Fig. 1: cell area per tile
(8 px per um) 8 x 9 tiles, from black (low) to pale yellow (high), 0 to 100% covered.
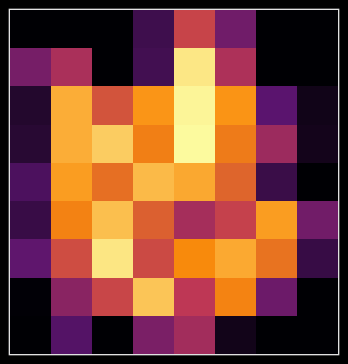
Fig. 2: sizing map
(12 px per um)
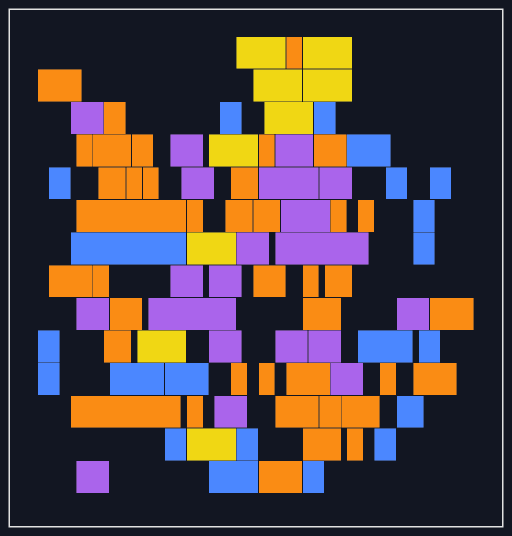
Fig. 3: routing congestion
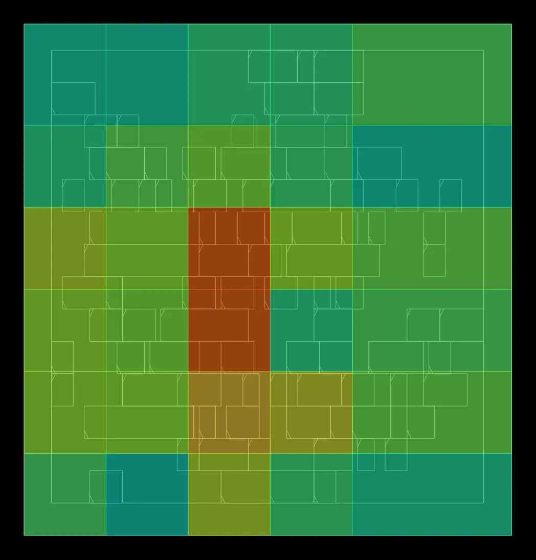
## config.mk

```make
export PLATFORM = sky130hd
export DESIGN_NAME = sap_controller_sequencer
export DESIGN_NICKNAME = d
export VERILOG_FILES = /design/src/rtl/sap_controller_sequencer.sv
export SDC_FILE = /design/constraint.sdc
export NUM_CORES = 1
export LEC_CHECK = 0
export CORE_AREA = 2 2 39 41
export CTS_CLUSTER_SIZE = 16
export DETAILED_ROUTE_END_ITERATION = 16
export DIE_AREA = 0 0 41 43
export PLACE_DENSITY = 0.68
export SLEW_MARGIN = 0
export SYNTH_ARGS = -nofsm -noshare
export SYNTH_HDL_FRONTEND = slang
export SYNTH_SLANG_ARGS = --single-unit
```

## constraint.sdc

```tcl
create_clock -name clk -period 1.4 [get_ports clk]
set_input_delay 0.14 -clock clk [delete_from_list [all_inputs] [get_ports clk]]
set_output_delay 0.14 -clock clk [all_outputs]
set_load 0.01 [all_outputs]
```

## src/rtl/sap_controller_sequencer.sv

```systemverilog
// sap_controller_sequencer
// Six-phase ring-counter controller for the 8-bit SAP computer. Decodes the
// IR opcode into the 13-bit control word that steers the W bus each cycle.
// Optional feature: define SAP_JMP_EN to decode opcode 4'h3 as JMP (drives Lp);
// otherwise 4'h3 is a NOP and Lp is held low.
module sap_controller_sequencer (
  input  logic        clk,
  input  logic        reset,
  input  logic        run,
  input  logic [3:0]  opcode,
  output logic [12:0] ctrl,
  output logic [5:0]  tstate,
  output logic        halted
);

  // Control word bit positions
  localparam logic [12:0] CP = 13'h1000;
  localparam logic [12:0] EP = 13'h0800;
  localparam logic [12:0] LM = 13'h0400;
  localparam logic [12:0] CE = 13'h0200;
  localparam logic [12:0] LI = 13'h0100;
  localparam logic [12:0] EI = 13'h0080;
  localparam logic [12:0] LA = 13'h0040;
  localparam logic [12:0] EA = 13'h0020;
  localparam logic [12:0] SU = 13'h0010;
  localparam logic [12:0] EU = 13'h0008;
  localparam logic [12:0] LB = 13'h0004;
  localparam logic [12:0] LO = 13'h0002;
  localparam logic [12:0] LP = 13'h0001;

  localparam logic [3:0] OP_LDA = 4'h0;
  localparam logic [3:0] OP_ADD = 4'h1;
  localparam logic [3:0] OP_SUB = 4'h2;
  localparam logic [3:0] OP_OUT = 4'hE;
  localparam logic [3:0] OP_HLT = 4'hF;
`ifdef SAP_JMP_EN
  localparam logic [3:0] OP_JMP = 4'h3;
`endif

  typedef enum logic [2:0] {
    S_IDLE = 3'd0,
    S_T1   = 3'd1,
    S_T2   = 3'd2,
    S_T3   = 3'd3,
    S_T4   = 3'd4,
    S_T5   = 3'd5,
    S_T6   = 3'd6,
    S_HALT = 3'd7
  } state_t;

  state_t      r_state;
  state_t      w_next;
  logic [12:0] w_ctrl;

  // State register; reset forces IDLE without waiting for a clock
  always_ff @(posedge clk or posedge reset) begin
    if (reset) r_state <= S_IDLE;
    else       r_state <= w_next;
  end

  // Next-state: ring advances every cycle, run sampled only in IDLE and T6
  always_comb begin
    w_next = r_state;
    case (r_state)
      S_IDLE: if (run) w_next = S_T1;
      S_T1:   w_next = S_T2;
      S_T2:   w_next = S_T3;
      S_T3:   w_next = S_T4;
      S_T4:   w_next = (opcode == OP_HLT) ? S_HALT : S_T5;
      S_T5:   w_next = S_T6;
      S_T6:   w_next = run ? S_T1 : S_IDLE;
      S_HALT: w_next = S_HALT;
      default: w_next = S_IDLE;
    endcase
  end

  // Control-word decode: fetch is opcode-independent, execute keyed by opcode
  always_comb begin
    w_ctrl = '0;
    case (r_state)
      S_T1: w_ctrl = EP | LM;
      S_T2: w_ctrl = CP;
      S_T3: w_ctrl = CE | LI;
      S_T4: begin
        case (opcode)
          OP_LDA, OP_ADD, OP_SUB: w_ctrl = EI | LM;
          OP_OUT:                 w_ctrl = EA | LO;
`ifdef SAP_JMP_EN
          OP_JMP:                 w_ctrl = EI | LP;
`endif
          default:                w_ctrl = '0;
        endcase
      end
      S_T5: begin
        case (opcode)
          OP_LDA:         w_ctrl = CE | LA;
          OP_ADD, OP_SUB: w_ctrl = CE | LB;
          default:        w_ctrl = '0;
        endcase
      end
      S_T6: begin
        case (opcode)
          OP_ADD:  w_ctrl = EU | LA;
          OP_SUB:  w_ctrl = EU | LA | SU;
          default: w_ctrl = '0;
        endcase
      end
      default: w_ctrl = '0;
    endcase
  end

  // Phase and halt status decode
  always_comb begin
    tstate = '0;
    case (r_state)
      S_T1:    tstate = 6'b000001;
      S_T2:    tstate = 6'b000010;
      S_T3:    tstate = 6'b000100;
      S_T4:    tstate = 6'b001000;
      S_T5:    tstate = 6'b010000;
      S_T6:    tstate = 6'b100000;
      default: tstate = '0;
    endcase
  end

  assign halted = (r_state == S_HALT);

`ifdef SAP_JMP_EN
  assign ctrl = w_ctrl;
`else
  // Without JMP nothing may ever load the PC
  assign ctrl = w_ctrl & ~LP;
`endif

endmodule

```

==> flow_metrics.py <==
# Physical implementation metrics
metrics = {
    "timing": {
        "setup_slack_ns": -0.191,
        "fmax_ghz": 0.629,
        "slew_violations": 0,
        "finalHoldViolCount": 0,
        "clock_skew_ns": 0.00433,
        "final-setup-viol-count": 14,
        "tns_ns": -1.11,
    },
    "setup_path": {
        "critPathCapture": "ctrl[6]",
        "reg2reg_depth": 5,
        "crit_arrival_ns": 1.45,
        "start_kind": "register",
        "critPathCaptureType": "output pin",
    },
    "detailed_routing": {
        "wl_met1_um": 453,
        "ant_nets": 0,
        "drc": 0,
    },
    "pwr": {
        "p_leak_nw": 0.401,
        "p_per_area_nw_per_um2": 1850,
    },
    "run_status": {
        "violations": "negative setup slack",
        "status": "complete, but fails checks",
    },
    "yosys": {
        "synth.most_common_cell": "buf_4",
        "syn_nets": 58,
        "ys_seq_elements": 3,
        "ys_types": 29,
        "syn_inst": 51,
        "area_leaders": "dfrtp_1, buf_4, nand3b_4",
        "top_cell_area_share_pct": 20.0,
        "ys_warn_count": 0,
        "syn-mean-instance-area_um2": 7.36,
        "netlist_area_um2": 375,
    },
    "die": {
        "initCoreUtil_pct": 27.1,
        "dieWidth_um": 41,
        "n_tap_cell": 16,
        "die-area_um2": 1760,
        "rows": 14,
    },
    "placement": {
        "place_area_um2": 731,
        "gp_congestion": 0.723,
    },
    "cells_and_area": {
        "seqCellArea_um2": 76.3,
        "dominant_cells": "non-clock buffers",
        "clk_share_pct": 3.48,
        "logic_gate_count": 37,
        "fillers": 147,
        "fin_area_um2": 754,
        "design.seq.count": 3,
        "nClkBuffers": 4,
        "comb_area_um2": 284,
    },
    "grt": {
        "grt_max_degree": 15,
        "grt_antenna_before_repair": 0,
        "met2_usage_pct": 23.8,
    },
    "cts": {
        "root_buffer": "clkbuf_4",
        "cts-resized-gates": 75,
        "cts_hold_buf": 0,
        "clk_pin_slew_worst_paths_ns": 0.04,
    },
    "job": {
        "maxCapViolCount": 0,
        "tool_warnings": 28,
    },
}
About Fig. 1:
The fullest tile reaches 99%. The mean over all tiles is 42%. 22% of the tiles are over 75% full.

About Fig. 2:
Orange marks _0 and _1 cells, cells 40. Blue marks _2 cells, cells 21. Yellow marks _6 and larger, cells 9. Purple marks _3 and _4 cells, cells 20.

About Fig. 3:
busiest grt layer: met2
GR met1 Demand/Resource: 16.2%
Tot GR Track Use: 14.8%
Avg WL per Cell: 10.4 um

==> worst max-delay path: stages, from the launching register on <==
cell      delay [ns]
dfrtp_1         0.37
buf_6           0.12
nand3b_4        0.07
or4b_1          0.46
nand3_1         0.08
buf_2           0.13
==> power by group <==
part	internal, mW	switching, mW	total (mW)
combinational	0.595	0.462	1.06
sequential	0.136	0.0495	0.186
clock	0.107	0.0469	0.154
==> cell usage in the layout, fill, tap and decap left out, types with 3 or more instances in the layout <==
cell,instances
nand2_1,5
clkdlybuf4s50_1,6
buf_4,12
clkbuf_4,3
buf_2,12
nor2_1,4
buf_6,9
inv_1,4
==> kinds of logic after synthesis <==
family / synth area share, %
simple gates: 47.0
buf+inv: 17.3
compound gates: 10.0
flops: 20.0
xor+xnor: 4.67
other cells: 0.999
Power figures rest on the tool's default switching activity, not on a simulated workload.
